**config.mk**
```make
export PLATFORM = sky130hd
export DESIGN_NAME = instruction_fetch_controller
export DESIGN_NICKNAME = d
export VERILOG_FILES = /design/src/rtl/instruction_fetch_controller.sv
export SDC_FILE = /design/constraint.sdc
export NUM_CORES = 1
export LEC_CHECK = 0
export CORE_ASPECT_RATIO = 1.5
export CORE_UTILIZATION = 41
export DETAILED_ROUTE_END_ITERATION = 8
export DONT_BUFFER_PORTS = 1
export PLACE_DENSITY = 0.67
export SYNTH_ARGS = -nofsm -noshare
export SYNTH_HDL_FRONTEND = slang
export SYNTH_SLANG_ARGS = --single-unit
export TNS_END_PERCENT = 10
```
**constraint.sdc**
```tcl
create_clock -name clock -period 7.45 [get_ports clock]
set_clock_uncertainty 0.15 [all_clocks]
set_input_delay 1.49 -clock clock [delete_from_list [all_inputs] [get_ports clock]]
set_output_delay 1.49 -clock clock [all_outputs]
set_load 0.02 [all_outputs]
```
**src/rtl/instruction_fetch_controller.sv**
```systemverilog
// Instruction fetch controller: owns the PC, reads one word per cycle from a
// zero-latency instruction memory and queues {pc, word} pairs toward decode.
// Handles redirects, halt, and out-of-range fetch faults.
//
// Decode handshake: instr_valid, instr and instr_pc show the queue head.
// A transfer happens on any rising edge where instr_valid and instr_ready are
// both 1. instr_valid never depends on instr_ready. While instr_valid is 1
// without a transfer, the head stays stable. The exceptions are a redirect,
// a halt or a reset, which discard the queue.
module instruction_fetch_controller #(
    parameter int ADDR_WIDTH  = 20,
    parameter int DATA_WIDTH  = 32,
    parameter int MEM_SIZE    = 150,
    parameter int QUEUE_DEPTH = 2,
    parameter int START_ADDR  = 0
) (
    input  logic                  clock,
    input  logic                  reset_n,
    input  logic                  enable,
    output logic [ADDR_WIDTH-1:0] mem_address,
    input  logic [DATA_WIDTH-1:0] mem_instruction,
    input  logic                  redirect_valid,
    input  logic [ADDR_WIDTH-1:0] redirect_address,
    input  logic                  halt,
    output logic                  instr_valid,
    input  logic                  instr_ready,
    output logic [DATA_WIDTH-1:0] instr,
    output logic [ADDR_WIDTH-1:0] instr_pc,
    output logic                  fault,
    output logic [1:0]            state
);

    localparam int CW = $clog2(QUEUE_DEPTH + 1);
    localparam logic [CW-1:0]         DEPTH_C   = CW'(QUEUE_DEPTH);
    localparam logic [ADDR_WIDTH:0]   MEM_LIMIT = (ADDR_WIDTH + 1)'(MEM_SIZE);
    localparam logic [ADDR_WIDTH-1:0] START_C   = ADDR_WIDTH'(START_ADDR);

    typedef enum logic [1:0] {
        IDLE   = 2'd0,
        FETCH  = 2'd1,
        HALTED = 2'd2,
        FAULT  = 2'd3
    } state_t;

    state_t                state_q, state_d;
    logic [ADDR_WIDTH-1:0] pc_q, pc_d;
    logic                  fault_q, fault_d;
    logic [CW-1:0]         count_q, count_d;
    logic [ADDR_WIDTH-1:0] qpc_q  [QUEUE_DEPTH];
    logic [ADDR_WIDTH-1:0] qpc_d  [QUEUE_DEPTH];
    logic [DATA_WIDTH-1:0] qins_q [QUEUE_DEPTH];
    logic [DATA_WIDTH-1:0] qins_d [QUEUE_DEPTH];

    logic          pop;
    logic          push;
    logic          flush;
    logic          pc_in_range;
    logic          redirect_in_range;
    logic          room;
    logic [CW-1:0] widx;

    // Queue entry 0 is the head, so the decode outputs come straight from flops.
    assign instr_valid = (count_q != '0);
    assign instr       = qins_q[0];
    assign instr_pc    = qpc_q[0];
    assign mem_address = pc_q;
    assign fault       = fault_q;
    assign state       = state_q;

    assign pop               = instr_valid & instr_ready;
    assign pc_in_range       = ({1'b0, pc_q} < MEM_LIMIT);
    assign redirect_in_range = ({1'b0, redirect_address} < MEM_LIMIT);
    assign room              = (count_q < DEPTH_C) | pop;

    // Next-state logic: PC, fault flag, push/flush decisions.
    always_comb begin
        state_d = state_q;
        pc_d    = pc_q;
        fault_d = fault_q;
        push    = 1'b0;
        flush   = 1'b0;
        case (state_q)
            IDLE: begin
                if (redirect_valid) begin
                    pc_d  = redirect_address;
                    flush = 1'b1;
                end else if (enable) begin
                    state_d = FETCH;
                end
            end
            FETCH: begin
                if (halt) begin
                    // Halt wins over a simultaneous redirect, but the target is kept.
                    state_d = HALTED;
                    flush   = 1'b1;
                    if (redirect_valid) pc_d = redirect_address;
                end else if (redirect_valid) begin
                    pc_d  = redirect_address;
                    flush = 1'b1;
                end else if (enable) begin
                    if (!pc_in_range) begin
                        // Existing entries keep draining; only fetching stops.
                        state_d = FAULT;
                        fault_d = 1'b1;
                    end else if (room) begin
                        push = 1'b1;
                        pc_d = pc_q + 1'b1;
                    end
                end
            end
            HALTED: begin
                if (redirect_valid) begin
                    pc_d  = redirect_address;
                    flush = 1'b1;
                    if (!halt) state_d = FETCH;
                end
            end
            FAULT: begin
                if (redirect_valid) begin
                    pc_d  = redirect_address;
                    flush = 1'b1;
                    if (redirect_in_range) begin
                        state_d = FETCH;
                        fault_d = 1'b0;
                    end
                end
            end
            default: state_d = IDLE;
        endcase
    end

    // Queue update: pop shifts the head out, push writes behind the survivors.
    always_comb begin
        qpc_d   = qpc_q;
        qins_d  = qins_q;
        count_d = count_q;
        widx    = pop ? (count_q - CW'(1)) : count_q;
        if (flush) begin
            count_d = '0;
        end else begin
            if (pop) begin
                for (int i = 0; i < QUEUE_DEPTH - 1; i++) begin
                    qpc_d[i]  = qpc_q[i+1];
                    qins_d[i] = qins_q[i+1];
                end
            end
            if (push) begin
                for (int i = 0; i < QUEUE_DEPTH; i++) begin
                    if (CW'(i) == widx) begin
                        qpc_d[i]  = pc_q;
                        qins_d[i] = mem_instruction;
                    end
                end
            end
            case ({push, pop})
                2'b10:   count_d = count_q + CW'(1);
                2'b01:   count_d = count_q - CW'(1);
                default: count_d = count_q;
            endcase
        end
    end

    // State, PC and queue registers with asynchronous active-low reset.
    always_ff @(posedge clock or negedge reset_n) begin
        if (!reset_n) begin
            state_q <= IDLE;
            pc_q    <= START_C;
            fault_q <= 1'b0;
            count_q <= '0;
            for (int i = 0; i < QUEUE_DEPTH; i++) begin
                qpc_q[i]  <= '0;
                qins_q[i] <= '0;
            end
        end else begin
            state_q <= state_d;
            pc_q    <= pc_d;
            fault_q <= fault_d;
            count_q <= count_d;
            qpc_q   <= qpc_d;
            qins_q  <= qins_d;
        end
    end

endmodule

```
cell_density.png
10 x 15 tiles, from white (low) to dark blue (high), 0 to 100% covered.
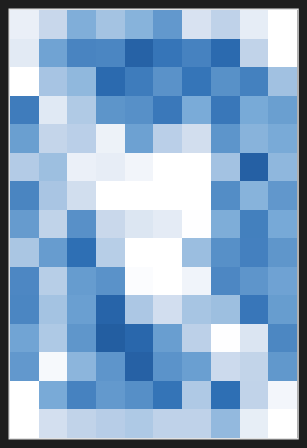
5.3% of the tiles are over 75% full. The emptiest ninth of the die: centre. The mean over all tiles is 40%. 12% of the tiles are nearly empty. The fullest tile reaches 82%.

congestion.png
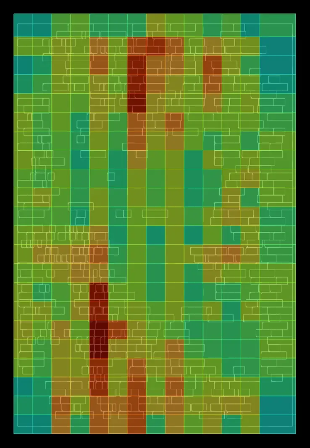
WL/cell: 19.22 µm
grt met2 use: 0.2870

placement_by_type.png
Bar = 20 µm. Fill, decap, tap and diode cells in grey.
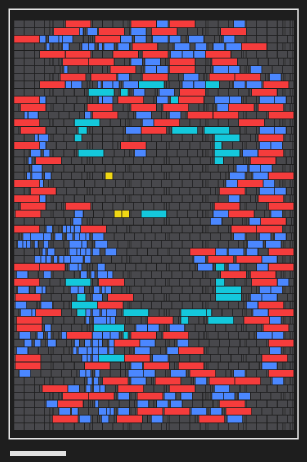
remaining buffers and delay cells: shown in yellow, cells 3. clock drivers and dummy loads: shown in cyan, cells 32. combinational and other logic: shown in blue, cells 271. sequential cells: shown in red, cells 129.

layer_met1.png
Supply wires on this layer in grey.
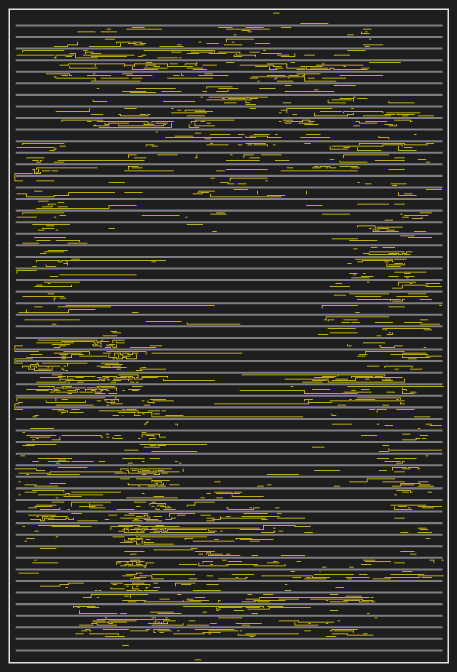
The longest straight run is 35.4 µm. 455 nets have wire on it. The layer carries 4600 µm of wire.
via count of the routed design: 3366
GR Util met1: 0.1860

==> results.sh <==
# implementation run metrics
export IMPL_run_status="completed"
export IMPL_post_synthesis_xor_xnor_area_fraction=0.004203
export IMPL_max_stage_delay_ns=0.89
export IMPL_grt_setup_unrepaired="no"
export IMPL_period_minus_slack_ns=4.040
export IMPL_sh_seq_area=0.4901
export IMPL_total_routing_usage_reported_by_global_routing=0.1642
export IMPL_final_util=0.4472
export IMPL_synth_cell_area_um2=6251
export IMPL_worst_setup_path_startpoint="instr_ready"
export IMPL_htree_levels=4
export IMPL_combAreaFraction=0.3799
export IMPL_worstReg2RegEnd="instr[6]"
export IMPL_layout_sequential_cells=129
export IMPL_maxSlewViolCount=0
export IMPL_crit_arrival_ns=4.18
export IMPL_timing_critical_path_from_type="primary input"
export IMPL_maxcap_viol_count=0
export IMPL_cellInternalPower_mw=1.227
export IMPL_grt_pass1_vias=3683
export IMPL_power_density_nw_per_um2=249.8
export IMPL_top_layer_used="met4"
export IMPL_edf_count=0
export IMPL_sequentialPower_mw=0.782
export IMPL_hp_start="qpc_q[9]"
export IMPL_place_worst_setup_slack_ns=2.947
export IMPL_setup_worst_path_end_class="flop"
export IMPL_dieWidth_um=102.8
export IMPL_path_delay_family="simple AND/OR/NAND/NOR gates"
export IMPL_dpl_cell_area_um2=6017
export IMPL_share_comb_of_total_power=0.043
export IMPL_fp_nets=534
export IMPL_nonClkBufAreaFrac=0.003419
export IMPL_ys_chip_area_um2=6251
export IMPL_regToRegSetupSlack_ns=3.78
export IMPL_hpwl_um=8014
export IMPL_n_antenna_cell=0
export IMPL_setup_total_negative_slack_ns=0
export IMPL_fill_cells=1384
export IMPL_cts_path_max_buffers=2
export IMPL_route_detailed_vias_per_inst=5.334
export IMPL_yosysMostFrequentCell="sky130_fd_sc_hd__dfrtp_1"
export IMPL_power_clock_total_mw=0.794
export IMPL_min_path_cells=1
export IMPL_post_synth_main_logic_family="multiplexers"
export IMPL_synth_warnings=0
export IMPL_power_combinational_total_mw=0.0703
export IMPL_synthDistinctLibCells=43
export IMPL_postSynth_topFlopCell="sky130_fd_sc_hd__dfrtp_1"
